--- src/rtl/escalonador_tanque_pkg.sv ---
// Shared definitions for the tank sequencer: state encoding and tank level codes.
package escalonador_tanque_pkg;

    typedef enum logic [2:0] {
        ST_IDLE    = 3'b000,
        ST_ENCHER  = 3'b001,
        ST_REGA    = 3'b010,
        ST_MISTURA = 3'b011,
        ST_LIMPEZA = 3'b100,
        ST_PAUSA   = 3'b101,
        ST_FALHA   = 3'b110
    } estado_t;

    localparam logic [1:0] NV_VAZIO = 2'b00;
    localparam logic [1:0] NV_BAIXO = 2'b01;
    localparam logic [1:0] NV_MEIO  = 2'b10;
    localparam logic [1:0] NV_CHEIO = 2'b11;

endpackage

--- src/rtl/escalonador_tanque_gerador_tick.sv ---
// Prescaler: one-cycle tick every TICKS_PER_SEC cycles, restartable by a synchronous clear.
module gerador_tick #(
    parameter int TICKS_PER_SEC = 50000000
) (
    input  logic clk_i,
    input  logic rst_i,
    input  logic clr_i,
    output logic tick_o
);

    localparam int W = (TICKS_PER_SEC > 1) ? $clog2(TICKS_PER_SEC) : 1;
    localparam logic [W-1:0] ULTIMO = W'(TICKS_PER_SEC - 1);

    logic [W-1:0] cnt_q, cnt_d;

    // tick is purely registered so the clear path cannot loop back into it
    assign tick_o = (cnt_q == ULTIMO);

    always_comb begin
        cnt_d = cnt_q + W'(1);
        if (clr_i || tick_o) begin
            cnt_d = '0;
        end
    end

    always_ff @(posedge clk_i) begin
        if (rst_i) begin
            cnt_q <= '0;
        end else begin
            cnt_q <= cnt_d;
        end
    end

endmodule

--- src/rtl/escalonador_tanque.sv ---
// Tank sequencer: arbitrates refill, irrigation and fertiliser mixing/cleaning with timed states.
module escalonador_tanque
    import escalonador_tanque_pkg::*;
#(
    parameter int TICKS_PER_SEC = 50000000,
    parameter int MAX_REGA_S    = 15,
    parameter int MIST_S        = 5,
    parameter int LIMP_S        = 3,
    parameter int PAUSA_S       = 2,
    parameter int FILL_S        = 30
) (
    input  logic       Clk,
    input  logic       Rst,
    input  logic       Us,
    input  logic       Modo,
    input  logic       Adub,
    input  logic [1:0] Nv,
    output logic       Ve,
    output logic       A,
    output logic       G,
    output logic       Mist,
    output logic       Limp,
    output logic       Erro,
    output logic [2:0] Estado,
    output logic [3:0] Tempo
);

    localparam logic [7:0] L_REGA  = 8'(MAX_REGA_S);
    localparam logic [7:0] L_MIST  = 8'(MIST_S);
    localparam logic [7:0] L_LIMP  = 8'(LIMP_S);
    localparam logic [7:0] L_PAUSA = 8'(PAUSA_S);
    localparam logic [7:0] L_FILL  = 8'(FILL_S);

    estado_t    estado_q, estado_d;
    logic       pend_q, pend_d;
    logic [7:0] seg_q, seg_d;
    logic       tick;
    logic       entrada;
    logic       pend_ef;
    logic       fim;
    logic [7:0] limite;
    logic [7:0] resto;

    gerador_tick #(
        .TICKS_PER_SEC(TICKS_PER_SEC)
    ) u_tick (
        .clk_i (Clk),
        .rst_i (Rst),
        .clr_i (entrada),
        .tick_o(tick)
    );

    always_comb begin
        limite = 8'd0;
        case (estado_q)
            ST_ENCHER:  limite = L_FILL;
            ST_REGA:    limite = L_REGA;
            ST_MISTURA: limite = L_MIST;
            ST_LIMPEZA: limite = L_LIMP;
            ST_PAUSA:   limite = L_PAUSA;
            default:    limite = 8'd0;
        endcase
    end

    // the last tick of the final second ends the state, giving exactly N*TICKS_PER_SEC cycles
    assign fim     = tick && ((seg_q + 8'd1) >= limite);
    assign pend_ef = pend_q | Adub;

    always_comb begin
        estado_d = estado_q;
        case (estado_q)
            ST_IDLE: begin
                if (pend_ef && (Nv >= NV_MEIO)) begin
                    estado_d = ST_MISTURA;
                end else if (Nv < NV_MEIO) begin
                    estado_d = ST_ENCHER;
                end else if (Us) begin
                    estado_d = ST_REGA;
                end
            end
            ST_ENCHER: begin
                if (Nv == NV_CHEIO) begin
                    estado_d = ST_IDLE;
                end else if (fim) begin
                    estado_d = ST_FALHA;
                end
            end
            ST_REGA: begin
                if (!Us || (Nv == NV_VAZIO) || fim || pend_ef) begin
                    estado_d = ST_PAUSA;
                end
            end
            ST_MISTURA: if (fim) estado_d = ST_LIMPEZA;
            ST_LIMPEZA: if (fim) estado_d = ST_PAUSA;
            ST_PAUSA:   if (fim) estado_d = ST_IDLE;
            ST_FALHA:   estado_d = ST_FALHA;
            default:    estado_d = ST_IDLE;
        endcase
    end

    assign entrada = (estado_d != estado_q);

    always_comb begin
        pend_d = pend_ef;
        // a request coinciding with the entry edge is absorbed by this mixing cycle
        if (entrada && (estado_d == ST_MISTURA)) begin
            pend_d = 1'b0;
        end
        seg_d = seg_q;
        if (entrada) begin
            seg_d = 8'd0;
        end else if (tick && (limite != 8'd0)) begin
            seg_d = seg_q + 8'd1;
        end
    end

    always_ff @(posedge Clk) begin
        if (Rst) begin
            estado_q <= ST_IDLE;
            pend_q   <= 1'b0;
            seg_q    <= 8'd0;
        end else begin
            estado_q <= estado_d;
            pend_q   <= pend_d;
            seg_q    <= seg_d;
        end
    end

    always_comb begin
        Ve   = 1'b0;
        A    = 1'b0;
        G    = 1'b0;
        Mist = 1'b0;
        Limp = 1'b0;
        Erro = 1'b0;
        case (estado_q)
            ST_ENCHER:  Ve   = 1'b1;
            ST_REGA: begin
                A = Modo;
                G = ~Modo;
            end
            ST_MISTURA: Mist = 1'b1;
            ST_LIMPEZA: Limp = 1'b1;
            ST_FALHA:   Erro = 1'b1;
            default: ;
        endcase
    end

    assign resto  = limite - seg_q;
    assign Estado = estado_q;
    assign Tempo  = (limite == 8'd0) ? 4'd0 :
                    (resto > 8'd15)  ? 4'd15 : resto[3:0];

endmodule
--- config.mk ---
export PLATFORM = sky130hd
export DESIGN_NAME = escalonador_tanque
export DESIGN_NICKNAME = d
export VERILOG_FILES = /design/src/rtl/escalonador_tanque_pkg.sv /design/src/rtl/escalonador_tanque_gerador_tick.sv /design/src/rtl/escalonador_tanque.sv
export SDC_FILE = /design/constraint.sdc
export NUM_CORES = 1
export LEC_CHECK = 0
export CAP_MARGIN = 20
export CORE_MARGIN = 4
export CORE_UTILIZATION = 58
export DETAILED_ROUTE_END_ITERATION = 8
export HOLD_SLACK_MARGIN = 0.06
export PLACE_DENSITY = 0.92
export SLEW_MARGIN = 10
export SYNTH_ARGS = -nofsm -noshare
export SYNTH_HDL_FRONTEND = slang
export SYNTH_SLANG_ARGS = --single-unit
--- constraint.sdc ---
create_clock -name Clk -period 4.9 [get_ports Clk]
set_clock_uncertainty 0.15 [all_clocks]
set_input_delay 0.98 -clock Clk [delete_from_list [all_inputs] [get_ports Clk]]
set_output_delay 0.98 -clock Clk [all_outputs]
set_load 0.03 [all_outputs]
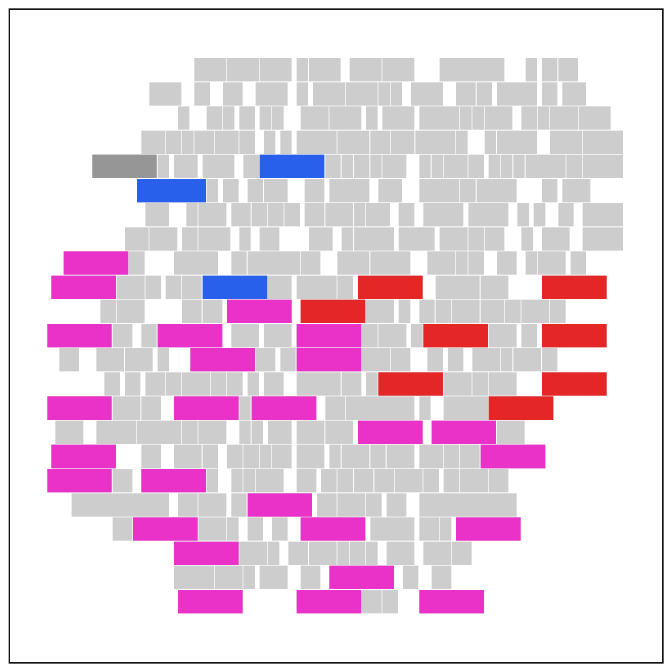
**Above:** register map, names as in the netlist.
Other sequential cells in the stronger gray, the rest of the logic in the fainter gray.
[u_tick.cnt_q] magenta | sequential cells: 26
[seg_q] red | sequential cells: 8
[Estado] blue | sequential cells: 3

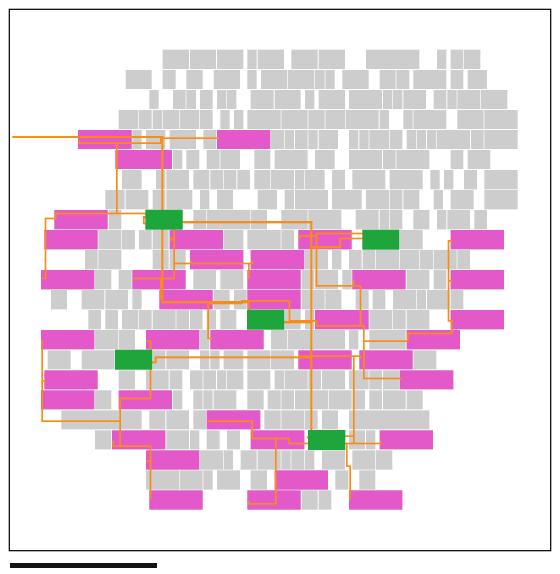
**Above:** clock wires, drivers and flops.
Bar = 20 microns.
[clock wires] orange | length: 467 microns
[flip-flops] magenta | count: 38
[cells driving clock nets] green | count: 5
routed clock nets: 6

==> results.cfg <==
; generated from flow reports
[worst_setup_path]
cp-start-kind = flop
critPathBufInv = 3
timing.reg2reg.setup_slack_ns = 1.24
crit_path_max_incr_delay_ns = 0.46

[flow_run]
openroad.warnings = 28

[floorplan]
die.size.x_microns = 73.4
core-area_sq_um = 4060
initial_utilization_pct = 61.1
site_rows = 23

[timing]
min_period_over_period_pct = 91.3
final-max-slew-violation-count = 0
setup_viol = 0
rsz0062_at_grt = false

[clocking]
postCtsSetupRepairBufs = 0
clock_sinks = 38
cts-root-buf = sky130_fd_sc_hd__clkbuf_8
clock_latency_ns = 0.30

[synthesis]
synth_top_flop_cell = sky130_fd_sc_hd__dfxtp_1
synth_compound_gate_area_share_pct = 9.70
synth_cell_types = 43
yosysCellCount = 308
synth.yosys.seq_area_share_pct = 30.7
postSynthRegisterBits = 38
synth.cellmix.adderShare_pct = 7.88
synth-edff-count = 0

[run_status]
result_of_the_run = finished, final reports clean

[hold_path]
hp-class = flop to flop

[layout]
num-multi-input-gates = 233
comb-cell-share_pct = 55.4
largest_register_ff_count = 26
sequential_cell_area_in_the_final_layout_sq_um = 762
clock_area_share_pct = 4.98

[pwr]
cellInternalPower_mw = 0.640
p_sw_mw = 0.313
vdd_ir_drop_max_mv = 0.328

[global_route]
global_route.overflow_total = 0
grt_max_degree = 35

[detailed_routing]
detailedRoute.firstPassIterationCount = 4
drc = 0

[place]
postPlaceCellArea_sq_um = 2700
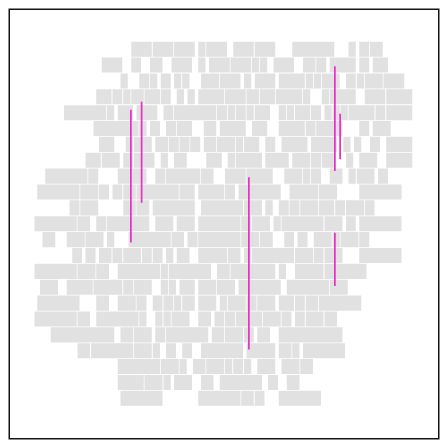
**Above:** signal wires on met4.
share of all routed wire: 1.8%
longest straight run: 29.2 microns
nets with wire on the layer: 6
wire length on this layer: 103 microns
main direction: vertical
vias: 2265
DRT Wirelength: 5.54 mm

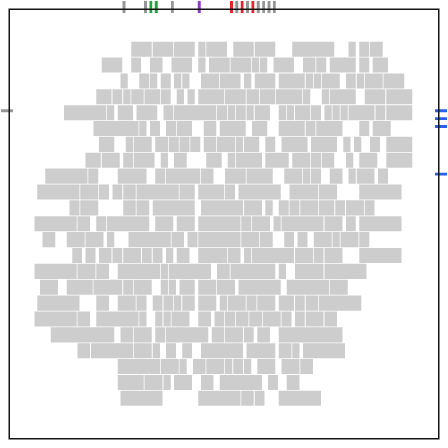
**Above:** I/O pins on the die edge.
Pins as bars across the die edge, other pins in gray.
[Nv] green | pins: 2 | direction: input | edge: top
[Estado] red | pins: 3 | direction: output | edge: top
[Tempo] blue | pins: 4 | direction: output | edge: right
[Rst] purple | pins: 1 | direction: input | edge: top
all pins by edge: 15 top, 4 right, 1 left

-- placed cells by master, fill, tap and decap left out, types with 3 or more instances in the layout --
| cell type | Yosys | routed |
|---|---|---|
| sky130_fd_sc_hd__o21ai_0 | 7 | 7 |
| sky130_fd_sc_hd__nor4_1 | 18 | 18 |
| sky130_fd_sc_hd__and4_1 | 4 | 4 |
| sky130_fd_sc_hd__xor2_1 | 15 | 14 |
| sky130_fd_sc_hd__o21a_1 | 5 | 5 |
| sky130_fd_sc_hd__nor2b_1 | 4 | 4 |
| sky130_fd_sc_hd__nor3_1 | 31 | 30 |
| sky130_fd_sc_hd__clkbuf_8 | 0 | 6 |
| sky130_fd_sc_hd__a21oi_1 | 11 | 11 |
| sky130_fd_sc_hd__dfxtp_1 | 38 | 37 |
| sky130_fd_sc_hd__nand2_1 | 15 | 15 |
| sky130_fd_sc_hd__clkdlybuf4s50_1 | 0 | 15 |
| sky130_fd_sc_hd__buf_4 | 1 | 4 |
| sky130_fd_sc_hd__xnor2_1 | 24 | 24 |
| sky130_fd_sc_hd__inv_1 | 21 | 21 |
| sky130_fd_sc_hd__ha_1 | 14 | 14 |
| sky130_fd_sc_hd__nor2_1 | 21 | 21 |
| sky130_fd_sc_hd__nand2b_1 | 5 | 5 |
| sky130_fd_sc_hd__dlymetal6s2s_1 | 0 | 4 |
| sky130_fd_sc_hd__nand4_1 | 6 | 6 |
| sky130_fd_sc_hd__nand3_1 | 19 | 19 |
| sky130_fd_sc_hd__and2_1 | 3 | 3 |
-- routing by layer --
| metal | up-vias | track usage, % | wire length, microns |
|---|---|---|---|
| li1 | 1121 | - | - |
| met1 | 1066 | 29.0 | 2480 |
| met2 | 63 | 37.1 | 2680 |
| met3 | 15 | 5.47 | 280 |
| met4 | 0 | 7.44 | 102 |
| met5 | - | 0 | 0 |
